`src/rtl/tt_tern_pkg.sv`:
```
// tt_tern_pkg: shared ternary-engine types, plane constants and weight indexing.
package tt_tern_pkg;
  typedef enum logic [1:0] {ST_IDLE, ST_MSB, ST_LSB, ST_CSUM} state_e;
  localparam logic PLANE_MSB = 1'b0;
  localparam logic PLANE_LSB = 1'b1;
  function automatic int flat_idx(input int i, input int c, input int out_len);
    return i * out_len + c;
  endfunction
endpackage

```
`src/rtl/tt_um_unload_plane_mux.sv`:
```
// tt_um_unload_plane_mux: selects one column and bit-plane from the snapshot, masking rows above last_row_i.
module tt_um_unload_plane_mux
  import tt_tern_pkg::*;
#(
  parameter int MAX_IN_LEN  = 16,
  parameter int MAX_OUT_LEN = 8,
  parameter int CW          = 3,
  parameter int RW          = 4
) (
  input  logic [2*MAX_IN_LEN*MAX_OUT_LEN-1:0] weights_i,
  input  logic [CW-1:0]                       col_i,
  input  logic                                plane_i,
  input  logic [RW-1:0]                       last_row_i,
  output logic [MAX_IN_LEN-1:0]               beat_o
);
  for (genvar i = 0; i < MAX_IN_LEN; i++) begin : g_row
    logic [2*MAX_OUT_LEN-1:0] row_w;
    // A row's weights are contiguous, so {col, msb} addresses the bit directly.
    assign row_w = weights_i[2*flat_idx(i, 0, MAX_OUT_LEN) +: 2*MAX_OUT_LEN];
    assign beat_o[i] = row_w[{col_i, plane_i == PLANE_MSB}] & (RW'(i) <= last_row_i);
  end
endmodule

```
`src/rtl/tt_um_unload.sv`:
```
// tt_um_unload: streams a snapshot of the packed ternary weights out as MSB/LSB bit-plane beats per column.
// Defining UNLOAD_CHECKSUM_EN appends an XOR trailer beat after the last column.
module tt_um_unload
  import tt_tern_pkg::*;
#(
  parameter int MAX_IN_LEN  = 16,
  parameter int MAX_OUT_LEN = 8
) (
  input  logic                                clk,
  input  logic                                rst,
  input  logic                                ui_start,
  input  logic [6:0]                          ui_param,
  input  logic [2*MAX_IN_LEN*MAX_OUT_LEN-1:0] ui_weights,
  input  logic                                ui_ready,
  output logic [MAX_IN_LEN-1:0]               uo_output,
  output logic                                uo_valid,
  output logic                                uo_busy,
  output logic                                uo_done
);
  localparam int CW = MAX_OUT_LEN > 1 ? $clog2(MAX_OUT_LEN) : 1;
  localparam int RW = MAX_IN_LEN > 1 ? $clog2(MAX_IN_LEN) : 1;
  localparam int WW = 2 * MAX_IN_LEN * MAX_OUT_LEN;
`ifdef UNLOAD_CHECKSUM_EN
  localparam state_e END_ST = ST_CSUM;
`else
  localparam state_e END_ST = ST_IDLE;
`endif
  state_e state_q, state_d;
  logic [CW-1:0] col_q, col_d, last_col_q, last_col_d;
  logic [RW-1:0] last_row_q, last_row_d;
  logic [WW-1:0] snap_q, snap_d;
  logic [MAX_IN_LEN-1:0] out_q, out_d, beat;
  logic active_q, done_q, start_ok, fire, last, plane;
  logic [31:0] c_raw, r_raw;
  assign start_ok = state_q == ST_IDLE && ui_start;
  assign fire = active_q & ui_ready;
  assign last = col_q == last_col_q;
  assign c_raw = {29'd0, ui_param[2:0]};
  assign r_raw = {28'd0, ui_param[6:3]};
  assign snap_d = start_ok ? ui_weights : snap_q;
  assign last_col_d = !start_ok ? last_col_q : c_raw >= MAX_OUT_LEN ? CW'(MAX_OUT_LEN - 1) : CW'(c_raw);
  assign last_row_d = !start_ok ? last_row_q : r_raw >= MAX_IN_LEN ? RW'(MAX_IN_LEN - 1) : RW'(r_raw);
  assign plane = state_d == ST_LSB ? PLANE_LSB : PLANE_MSB;
  always_comb begin
    state_d = state_q;
    col_d = col_q;
    unique case (state_q)
      ST_IDLE: state_d = ui_start ? ST_MSB : ST_IDLE;
      ST_MSB:  state_d = fire ? ST_LSB : ST_MSB;
      ST_LSB: begin
        state_d = !fire ? ST_LSB : !last ? ST_MSB : END_ST;
        col_d = (fire && !last) ? col_q + CW'(1) : col_q;
      end
      default: state_d = fire ? ST_IDLE : state_q;
    endcase
    if (start_ok) col_d = '0;
  end
  // Computed from next-state values so the beat register is ready the cycle the state is entered.
  tt_um_unload_plane_mux #(
    .MAX_IN_LEN (MAX_IN_LEN),
    .MAX_OUT_LEN(MAX_OUT_LEN),
    .CW         (CW),
    .RW         (RW)
  ) u_mux (
    .weights_i (snap_d),
    .col_i     (col_d),
    .plane_i   (plane),
    .last_row_i(last_row_d),
    .beat_o    (beat)
  );
`ifdef UNLOAD_CHECKSUM_EN
  logic [MAX_IN_LEN-1:0] csum_q, csum_d;
  assign csum_d = start_ok ? '0 : (fire && state_q != ST_CSUM) ? csum_q ^ out_q : csum_q;
  assign out_d = state_d == ST_CSUM ? csum_d : state_d == ST_IDLE ? '0 : beat;
  always_ff @(posedge clk) csum_q <= csum_d;
`else
  assign out_d = state_d == ST_IDLE ? '0 : beat;
`endif
  always_ff @(posedge clk) begin
    if (rst) begin
      state_q <= ST_IDLE;
      col_q <= '0;
      out_q <= '0;
      active_q <= 1'b0;
      done_q <= 1'b0;
    end else begin
      state_q <= state_d;
      col_q <= col_d;
      out_q <= out_d;
      active_q <= state_d != ST_IDLE;
      done_q <= fire && state_d == ST_IDLE;
    end
  end
  // Snapshot and captured parameters survive reset.
  always_ff @(posedge clk) begin
    snap_q <= snap_d;
    last_col_q <= last_col_d;
    last_row_q <= last_row_d;
  end
  assign uo_output = out_q;
  assign uo_valid = active_q;
  assign uo_busy = active_q;
  assign uo_done = done_q;
endmodule

```
`config.mk`:
```
export PLATFORM = sky130hd
export DESIGN_NAME = tt_um_unload
export DESIGN_NICKNAME = d
export VERILOG_FILES = /design/src/rtl/tt_tern_pkg.sv /design/src/rtl/tt_um_unload_plane_mux.sv /design/src/rtl/tt_um_unload.sv
export SDC_FILE = /design/constraint.sdc
export NUM_CORES = 1
export LEC_CHECK = 0
export ABC_CLOCK_PERIOD_IN_PS = 3790
export CAP_MARGIN = 40
export CORE_MARGIN = 10
export CORE_UTILIZATION = 39
export DETAILED_ROUTE_END_ITERATION = 10
export PLACE_DENSITY_LB_ADDON = 0.08
export SYNTH_ARGS = -nofsm -noshare
export SYNTH_HDL_FRONTEND = slang
export SYNTH_SLANG_ARGS = --single-unit
```
`constraint.sdc`:
```
create_clock -name clk -period 3.79 [get_ports clk]
set_input_delay 0.5685 -clock clk [delete_from_list [all_inputs] [get_ports clk]]
set_output_delay 0.5685 -clock clk [all_outputs]
set_load 0.02 [all_outputs]
```
run_1/congestion.png
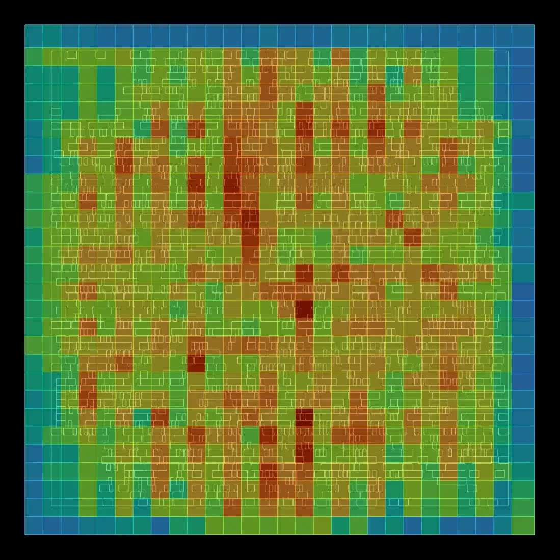
overall routing resource usage: 20.3%
met2 Track Usage GR: 31.6%

run_1/io_placement.png
Pins as bars across the die edge, other pins in gray.
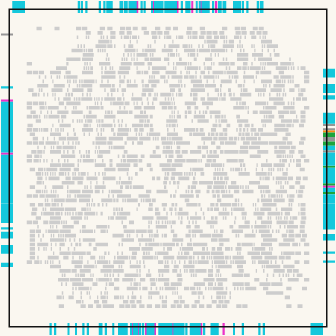
| port | color | pins | direction | edge |
|---|---|---|---|---|
| `uo_output` | magenta | 16 | output | 7 south, 6 north, 2 west, 1 east |
| `ui_start` | orange | 1 | input | east |
| `ui_param` | green | 7 | input | east |
| `ui_weights` | cyan | 256 | input | 69 north, 69 south, 65 west, 53 east |
all pins by edge: 76 south, 75 north, 68 west, 67 east
DIE HEIGHT: 195 microns
I/O Buffers: 285
Die X: 195 microns

==> run notes, run 1 <==
impl run done, here's what came out: FF+latch count, synth 286, Max IR drop VDD 262 uV, Comb pwr share 17.1%, WS Path Type flip-flop to flip-flop, post-route cell area 16200 sq um, share of the synthesized area in the top cell type 47.4%, status complete, no violations, clock power share 37.1%, hpwl dp 29200 microns, GR Util met1 28.4%, flop count 286, Slowest cell on crit path xnor2_2, Detail Route Antenna Nets 0, vias in the first global route 10943, Highest Clock Rate 325 MHz, simple share 30.6%, most used cell, CP a2111oi_0, number of logged tool warnings 28, Pre-antenna DRT Iters 5, postcts setup bufs 0, max reg flops 256, # DRC 0, nets 2055, Worst EP arrival 3.52 ns, die area 38000 sq um, area grow syn2layout 35.7%, Clk Latency, worst-skew pair 0.56 ns, CP top delay family XOR/XNOR gates, Via density 4.92, yosys stat cell total 1541, relative slew slack 44.3%, register area share after synthesis 48.2%, total power draw 0.00811 W, Comb gates 1146, core box area 30400 sq um, syn avg cell area 7.75 sq um, Ports 286, Post-Synth AOI/OAI Area 8.09%, switching part of the total 26.9%, Worst-Margin Slew 0.831 ns, FP Util 39.2%, crit-path max FO 12, Comb area share 35.3%, critical-path cell list xnor2_1 > a311oi_1 > xnor2_2 > nor2_2 > a2111oi_0 > a2111oi_0 > and3_1, DRT iter0 DRCs 772, sequential fraction of design power 45.8%, post-synth top area cell dfxtp_1, Netlist cell types 63, layer with the highest usage met2, post-cts sizing count 0, TritonCTS clock tree yes, WP buf/inv 0, diode count 1, most frequent logic cell in the layout nand2_1, FILL cells 2973, top cells, area dfxtp_1, nand2_1, mux2i_1, mux4_2, buf_2, final hold vios 0, count leader, synth nand2_1, Final Critical Period 3.08 ns, initial antenna violation count 2, CTS Buffer Depth 3, Overflow after GRT 0, buffering overhead 19.6%
run_1/layer_met3.png
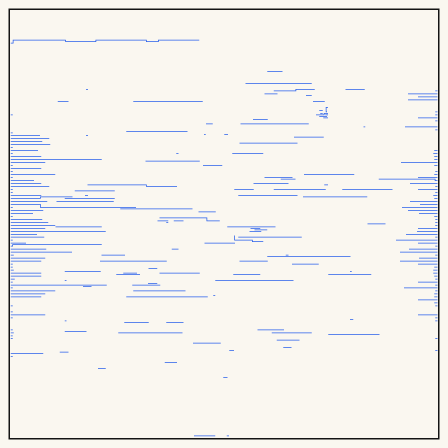
longest straight run: 43.5 microns
main direction: horizontal
nets with wire on the layer: 197
Total Wirelength: 40300 microns
M3 GR Usage: 4.20%
vias: 10859

run_1/flops_by_reg.png
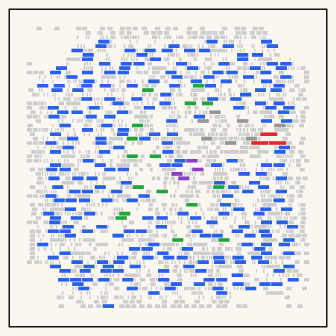
| name in the netlist | color | sequential cells |
|---|---|---|
| `last_row_q` | purple | 4 |
| `uo_output` | green | 16 |
| `last_col_q` | red | 3 |
| `snap_q` | blue | 256 |
not colored: 7
seq pwr: 0.00371 W
Final Util: 53.2%
sequential cell area share: 35.5%
register area: 5760 sq um

run 1: final timing paths:
path / slack (ns) / start / cells past startpoint / to
worst max-delay path: 0.71 / last_col_q[2] / 7 / uo_output[10]
worst min-delay path: 0.44 / snap_q[225] / 2 / snap_q[225]
worst max register to register: 0.71 / last_col_q[2] / 7 / uo_output[10]
worst min register to register: 0.44 / snap_q[225] / 2 / snap_q[225]
run 1: power groups by stage:
| stage | Sequential (W) | Combinational, W | Clock [W] |
|---|---|---|---|
| 5_1_grt | 0.00376 | 0.00156 | 0.00318 |
| 4_1_cts | 0.00371 | 0.00140 | 0.00307 |
| 3_3_place_gp | 0.00376 | 0.00137 | 0 |
| 2_1_floorplan | 0.00372 | 0.000817 | 0 |
| 6_report | 0.00371 | 0.00139 | 0.00301 |
| 3_5_place_dp | 0.00377 | 0.00139 | 0 |
==> run 2, diff against run 1 <==
Settings changed: ABC_CLOCK_PERIOD_IN_PS 3790 to 2600.
Clock period 3.79 ns to 2.6 ns, I/O delays scaled along.
run_2/wires.png
Only two layers are drawn.
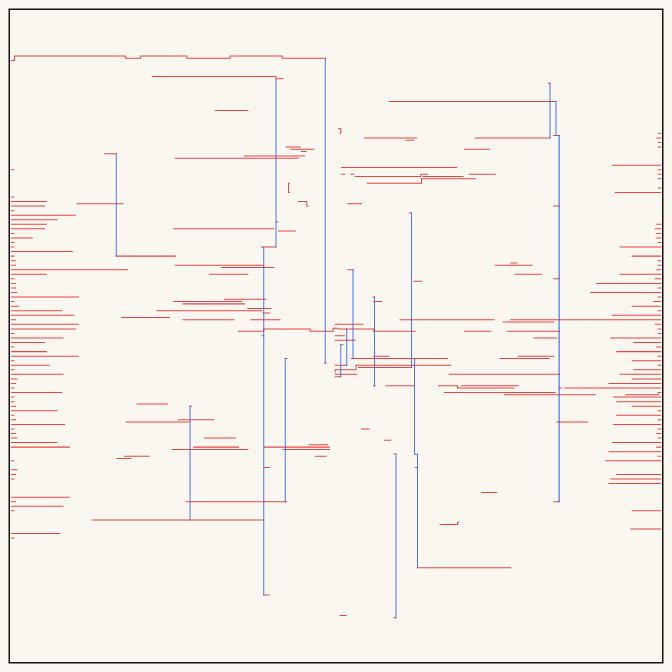
| layer | color | wire length |
|---|---|---|
| metal 3 | red | 2400 microns |
| metal 4 | blue | 721 microns |
overall routing resource usage: 21.1%
Total Wirelength: 42100 microns
vias: 11433
Routed WL per cell: 18.0 microns

run_2/congestion.png
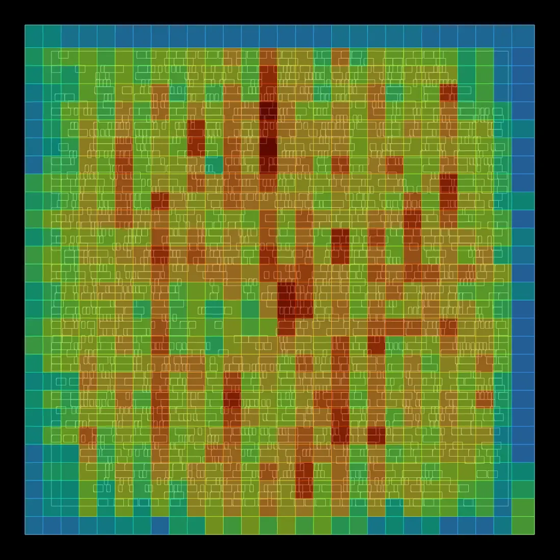
met2 Track Usage GR: 33.0%
GR Util met1: 29.6%
Final Util: 57.3%
M3 GR Usage: 3.75%

==> run 2 against run 1 <==
Net effect:
- first-iteration DRC count down 16%
- design area up 7.6%
- utilization up 4.0 points
- combinational power up about 60%
- global-route usage up 0.78 points
- clock skew down 0.0057 ns
- worst setup slack worse by 0.65 ns
- largest cell class is now combinational gates
- largest power group unchanged
==> run notes, run 2 <==
impl run done, here's what came out: dominant synthesized flop cell dfxtp_1, WP buf/inv 1 (+1), register area 5760 sq um (about the same), Netlist cell types 63 (unchanged), Detail Route Antenna Nets 0 (unchanged), crit-path max FO 5 (-7), CP top delay family AND-OR/OR-AND gates, top cells, area dfxtp_1, nand2_1, mux2i_1, mux4_2, buf_2, number of logged tool warnings 27 (-3.6%), syn avg cell area 7.75 sq um (unchanged), post-synth top area cell dfxtp_1, Ports 286 (unchanged), switching part of the total 27.2% (+0.32 points), Clock-cell share 6.02%, TritonCTS clock tree yes, sequential cell area share 33.0% (-2.5 points), r2r setup slk 0.06 ns (-0.65 ns), Overflow after GRT 0 (unchanged), Via density 4.89 (-0.66%), core box area 30400 sq um (unchanged), M1 WL 20100 microns, relative slew slack 62.5% (+18 points), Mapped Cells 1541, Max IR drop VDD 453 uV (+73%), Comb area share 33.5% (-1.8 points), CTS buffer count 31, DIE HEIGHT 195 microns (unchanged), initial antenna violation count 1 (-1), vias in the first global route 11428 (+4.4%), area grow syn2layout 46.0%, dpl cells 2263, DRT iter0 DRCs 650 (-16%), total power draw 0.0122 W (+50%), final hold vios 0 (unchanged), # DRC 0 (unchanged), nets 2187 (+6.4%), Logic power comb 0.00223 W (+60%), Comb gates 1146 (unchanged), FILL cells 2884 (-3.0%), biggest cell delay along the critical path 0.47 ns, Die X 195 microns (unchanged), postcts setup bufs 0 (unchanged), seq pwr 0.00543 W (+46%), Biggest consumer sequential cells, CTS Buffer Depth 3 (unchanged), yosys stat cell total 1541 (unchanged), I/O Buffers 285 (unchanged), Highest Clock Rate 394 MHz (+21%), layer with the highest usage met2, end of the worst register-to-register path uo_output[14], register area share after synthesis 48.2% (unchanged), diode count 1 (unchanged), Pre-antenna DRT Iters 5 (unchanged), most frequent logic cell in the layout nand2_1, Worst-Margin Slew 0.559 ns (-0.271 ns), Critical R2R Launch last_col_q[0], worst r2r path cells 8 (+1), count leader, synth nand2_1, Final Critical Period 2.54 ns (-0.540 ns), endpoint of the worst hold path snap_q[96], CP Launch Point last_col_q[0], FP Util 39.2% (unchanged), Clk Latency, worst-skew pair 0.57 ns (about the same), internal power 0.00886 W, CP Capture Point uo_output[14], Worst EP arrival 2.98 ns (-0.54 ns), flop count 286 (unchanged), buffering overhead 24.4% (+4.8 points), post-cts sizing count 5 (+5), WP depth 8 (+1), clock network power 0.00451 W (+50%), clock power share 37.1% (about the same), die area 38000 sq um (unchanged), sequential fraction of design power 44.6% (-1.2 points), Comb pwr share 18.3% (+1.2 points), Slowest cell on crit path edfxtp_1, hpwl dp 31800 microns (+8.8%), Hold Crit Start ui_weights[96], WS Path Type flip-flop to flip-flop, FF+latch count, synth 286 (unchanged), layout cells sized above 1 14.4%, status complete, no violations, max reg flops 256 (unchanged), critical-path cell list xnor2_2 > a311o_1 > a31oi_4 > buf_6 > mux4_2 > nand2_1 > a21oi_1 > o311a_1
run_2/io_placement.png
Pins as bars across the die edge, other pins in gray.
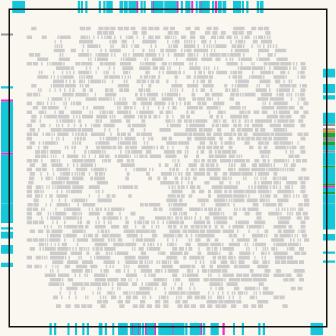
| port | color | pins | direction | edge |
|---|---|---|---|---|
| `ui_weights` | cyan | 256 | input | 69 north, 69 south, 65 west, 53 east |
| `uo_output` | magenta | 16 | output | 7 south, 6 north, 2 west, 1 east |
| `ui_start` | orange | 1 | input | east |
| `ui_param` | green | 7 | input | east |

## run 2: cell counts after synthesis
No cell type changed its count.
## run 2: kinds of logic (layout without fill, tap and decap cells)
family	Yosys count	count (layout)	share of synthesized area [%]
AOI/OAI and AO/OA	133	133	8.09
DFF	286	286	48.2
xor gates and xnor gates	4	4	0.293
other	0	1	0
adders and majority gates	1	1	0.105
buffers and inverters	109	510	4.42
and+or+nand+nor	927	927	30.6
muxes	81	81	8.34
## run 2: through the flow
step,hold WS [ns],cell area (sq um)
finish,0.357,17400
global route,0.358,17400
CTS,0.344,17200
detailed placement,0.431,16100
global placement,0.425,16100
floorplan,0.410,11900
Power figures rest on the tool's default switching activity, not on a simulated workload.
